--- config.mk ---
export PLATFORM = sky130hd
export DESIGN_NAME = mem
export DESIGN_NICKNAME = d
export VERILOG_FILES = /design/src/rtl/mem.sv
export SDC_FILE = /design/constraint.sdc
export NUM_CORES = 2
export LEC_CHECK = 0
export CAP_MARGIN = 40
export CORE_MARGIN = 2
export CORE_UTILIZATION = 50
export CTS_BUF_LIST = sky130_fd_sc_hd__clkbuf_4
export DETAILED_ROUTE_END_ITERATION = 10
export GPL_ROUTABILITY_DRIVEN = 0
export PLACE_DENSITY = 0.64
export SYNTH_ARGS = -nofsm -noshare
export SYNTH_HDL_FRONTEND = slang
export SYNTH_SLANG_ARGS = --single-unit
--- constraint.sdc ---
create_clock -name clk -period 4.25 [get_ports clk]
set_input_delay 1.275 -clock clk [delete_from_list [all_inputs] [get_ports clk]]
set_output_delay 1.275 -clock clk [all_outputs]
set_load 0.05 [all_outputs]
--- src/rtl/mem.sv ---
// Word-organised data memory for the MIPS MEM stage.
// Byte-addressed 32-bit port. Writes happen on the clock edge, reads are
// combinational, and err flags misaligned, out-of-range or conflicting accesses.
module mem #(
  parameter int DEPTH = 64
) (
  output logic [31:0] memOut,
  input  logic [31:0] address,
  input  logic [31:0] memIn,
  input  logic        clk,
  input  logic        read,
  input  logic        write,
  input  logic        reset,
  output logic        err
);

  localparam int AW = $clog2(DEPTH);

  logic [31:0]   r_mem [DEPTH];
  logic [AW-1:0] w_idx;
  logic          w_aligned;
  logic          w_in_range;
  logic          w_legal;
  logic          w_rd_ok;
  logic          w_wr_ok;

  // Decode the word index and qualify the access.
  always_comb begin
    w_idx      = address[AW+1:2];
    w_aligned  = (address[1:0] == 2'b00);
    // DEPTH is a power of two, so address < DEPTH*4 is the same as every
    // bit above the index being zero. Addresses are never wrapped or aliased.
    w_in_range = (address[31:AW+2] == '0);
    w_legal    = w_aligned && w_in_range && !(read && write);
    w_rd_ok    = read && !write && w_legal;
    w_wr_ok    = write && !read && w_legal;
    err        = (read || write) && !w_legal;
  end

  // Clear every word on reset. Otherwise write one word on a legal store.
  // NOTE: a reset that clears the whole array rules out a block-RAM mapping.
  // The behaviour calls for it, so the storage is built as registers.
  always_ff @(posedge clk) begin
    if (reset) begin
      for (int i = 0; i < DEPTH; i++) begin
        // NOTE: sequential state uses non-blocking assignments only, so that
        // every reader sees the values from before the edge.
        r_mem[i] <= '0;
      end
    end else if (w_wr_ok) begin
      r_mem[w_idx] <= memIn;
    end
  end

  // Combinational read. The output is zero unless a legal read is in progress.
  always_comb begin
    // NOTE: assigning a default first keeps this block from inferring a latch.
    memOut = '0;
    if (w_rd_ok) begin
      memOut = r_mem[w_idx];
    end
  end

endmodule

Figure 1. Pin placement.
Pins as bars across the die edge, other pins in gray.
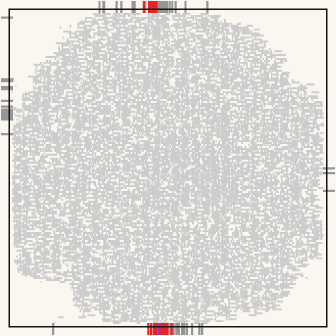
[red] address | pins: 32 | direction: input | edge: 19 bottom, 13 top
[purple] err | pins: 1 | direction: output | edge: bottom

Figure 2. The metal 3 layer.
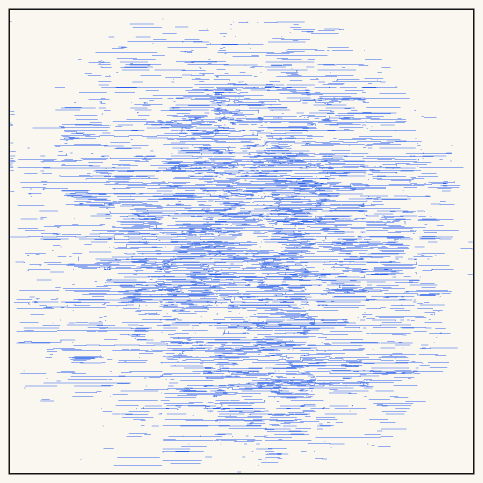
main direction: horizontal
wire length on this layer: 48.6 mm
nets with wire on the layer: 1,437
longest straight run: 201 um
met3 Usage GRT: 10.1%
via total after detailed routing: 68,500
total wire length after detailed routing: 366 mm

==> PnR_summary.wiki <==
== Implementation results ==
{| class="wikitable"
! Metric !! Value
|-
| Yosys cell count || 6,689
|-
| Violated checks || setup timing
|-
| Mapped Area || 94,800 um2
|-
| Largest Register || r_mem
|-
| Critical path class || in2out
|-
| Comb area leader || simple AND/OR/NAND/NOR gates
|-
| Seq. cell area || 61,500 um2
|-
| Proportion of cell area occupied by registers || 50.9%
|-
| Stages on worst setup path || 12
|-
| Max capacitance violation total || 0
|-
| Top Consumer || registers
|-
| Yosys stat chip area || 94,800 um2
|-
| Setup crit start || address[4]
|-
| Average cell area after synthesis || 14.2 um2
|-
| Top library cells by usage in the layout, fill and taps aside || sky130_fd_sc_hd__and2_1, sky130_fd_sc_hd__edfxtp_1, sky130_fd_sc_hd__clkbuf_4
|-
| Clk root buf || sky130_fd_sc_hd__clkbuf_4
|-
| Met2 Use GR || 54.5%
|-
| TritonCTS clock tree || built
|-
| Largest register FFs || 2,048
|-
| GRT met1 Usage || 48.6%
|-
| Power share of the combinational group || 11.9%
|-
| Number of instances resized during post-cts repair || 480
|-
| Share of synthesized cell area in full adder, half adder and majority cells || 0%
|-
| DR vias/cell || 6.33
|-
| Fraction of area in non-clock buffers || 13.8%
|-
| Tap Count || 2,495
|-
| Number of cells traversed by the worst hold path || 3
|-
| Synth warnings || 0
|-
| Critical path peak fanout || 13
|-
| Clock Pin Slew Worst Setup and Hold Paths || 0.07 ns
|-
| Number of DRC markers in iteration 0 || 11,200
|-
| Worst Setup Start Kind || input port
|-
| Top cell by count, worst path || sky130_fd_sc_hd__buf_16
|-
| Post-detailed-route count of antenna-violating nets || 0
|-
| Logic share of the area || 27.0%
|-
| Number of buffers created by CTS || 565
|-
| Critical path endpoint category || output port
|-
| Number of synthesized flops with an enable pin || 2,048
|-
| Relative slew slack || 31.3%
|-
| Horizontal extent of the die || 439 um
|-
| Vias in the first global route || 66,800
|-
| Number of detailed-route iterations in the first pass || 6
|-
| Net load switching power || 12.0 mW
|-
| Clock buf/inv share || 5.61%
|-
| Sequential cell count || 2,048
|-
| Setup Viol. Count Final || 32
|-
| Aggregate global routing overflow || 0
|-
| Logic area || 32,700 um2
|-
| Multiplexer share || 8.78%
|-
| Placed instance count || 9,675
|-
| Detail-routed net length per standard cell || 33.8 um
|-
| Share of the synthesized area in the top cell type || 64.9%
|-
| Remaining DRCs || 0
|-
| Async S/R FF share, synth || 0%
|-
| Layout net count || 8,031
|-
| Largest net degree at the start of global routing || 65
|-
| Total of clock buffers placed in the layout || 830
|-
| Ratio of total power to cell area || 387 nW/um2
|-
| Result of the run || finished with violations
|-
| Global-route usage over all layers || 37.2%
|-
| Setup WS post-layout || -1.02 ns
|-
| Level count of the clock H-tree || 6
|-
| Synth flops || 2,048
|-
| End-of-flow core utilization || 64.3%
|-
| Critical path buffer and inverter count || 7
|-
| Worst Tran Pin Value || 1.03 ns
|-
| Hold Path Class || in2reg
|-
| Effective utilization at floorplan || 50.4%
|-
| Placeable core region || 188,000 um2
|-
| Post-synth top cells || sky130_fd_sc_hd__and2_1, sky130_fd_sc_hd__edfxtp_1, sky130_fd_sc_hd__clkbuf_1, sky130_fd_sc_hd__mux4_2, sky130_fd_sc_hd__mux2_2
|-
| Hold path start || memIn[14]
|-
| Endpoint of the worst hold-timing path || r_mem[36][14]$_SDFFCE_PN0P_
|-
| Number of logic inverters in the finished layout || 11
|-
| Leading register cell type out of synthesis || sky130_fd_sc_hd__edfxtp_1
|-
| Cell group occupying the most layout area || flip-flops and latches
|-
| Highest achievable clock rate || 0.190 GHz
|-
| Final antenna diode count || 13
|-
| CP arrival || 3.99 ns
|-
| Comb_multi_in || 3,916
|-
| Wire length of the first global-routing pass || 502 mm
|-
| Top routing layer in use || met5
|-
| Switching power as a share of total power || 25.7%
|-
| Post-Place Setup Slack || -1.44 ns
|-
| Total combinational power || 5.57 mW
|-
| Number of instances in the synthesized netlist || 6,689
|-
| Non-clk bufs || 1,421
|-
| Post-synthesis xor/xnor area fraction || 0%
|}
Figure 3. I/O nets highlighted.
The bar under the picture is 100 um long.
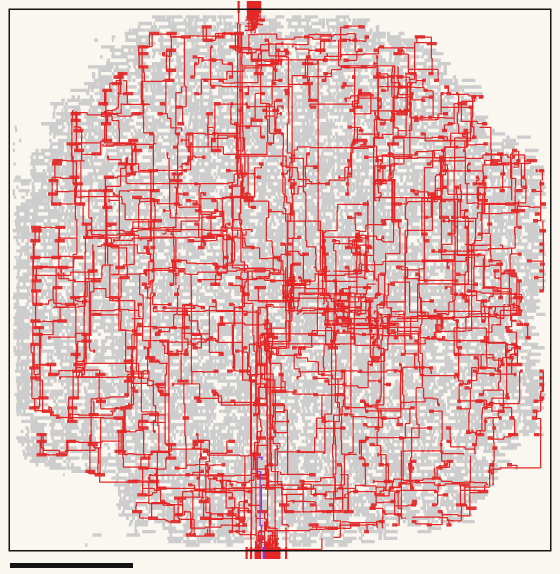
[red] address | bits: 32 | direction: input | end cells: 1,028 | wire: 35.9 mm
[purple] err | bits: 1 | direction: output | end cells: 1 | wire: 84.8 um
top-level I/O count: 101
quantity of I/O buffers inserted on ports: 100

Power and IR drop assume default switching activity.
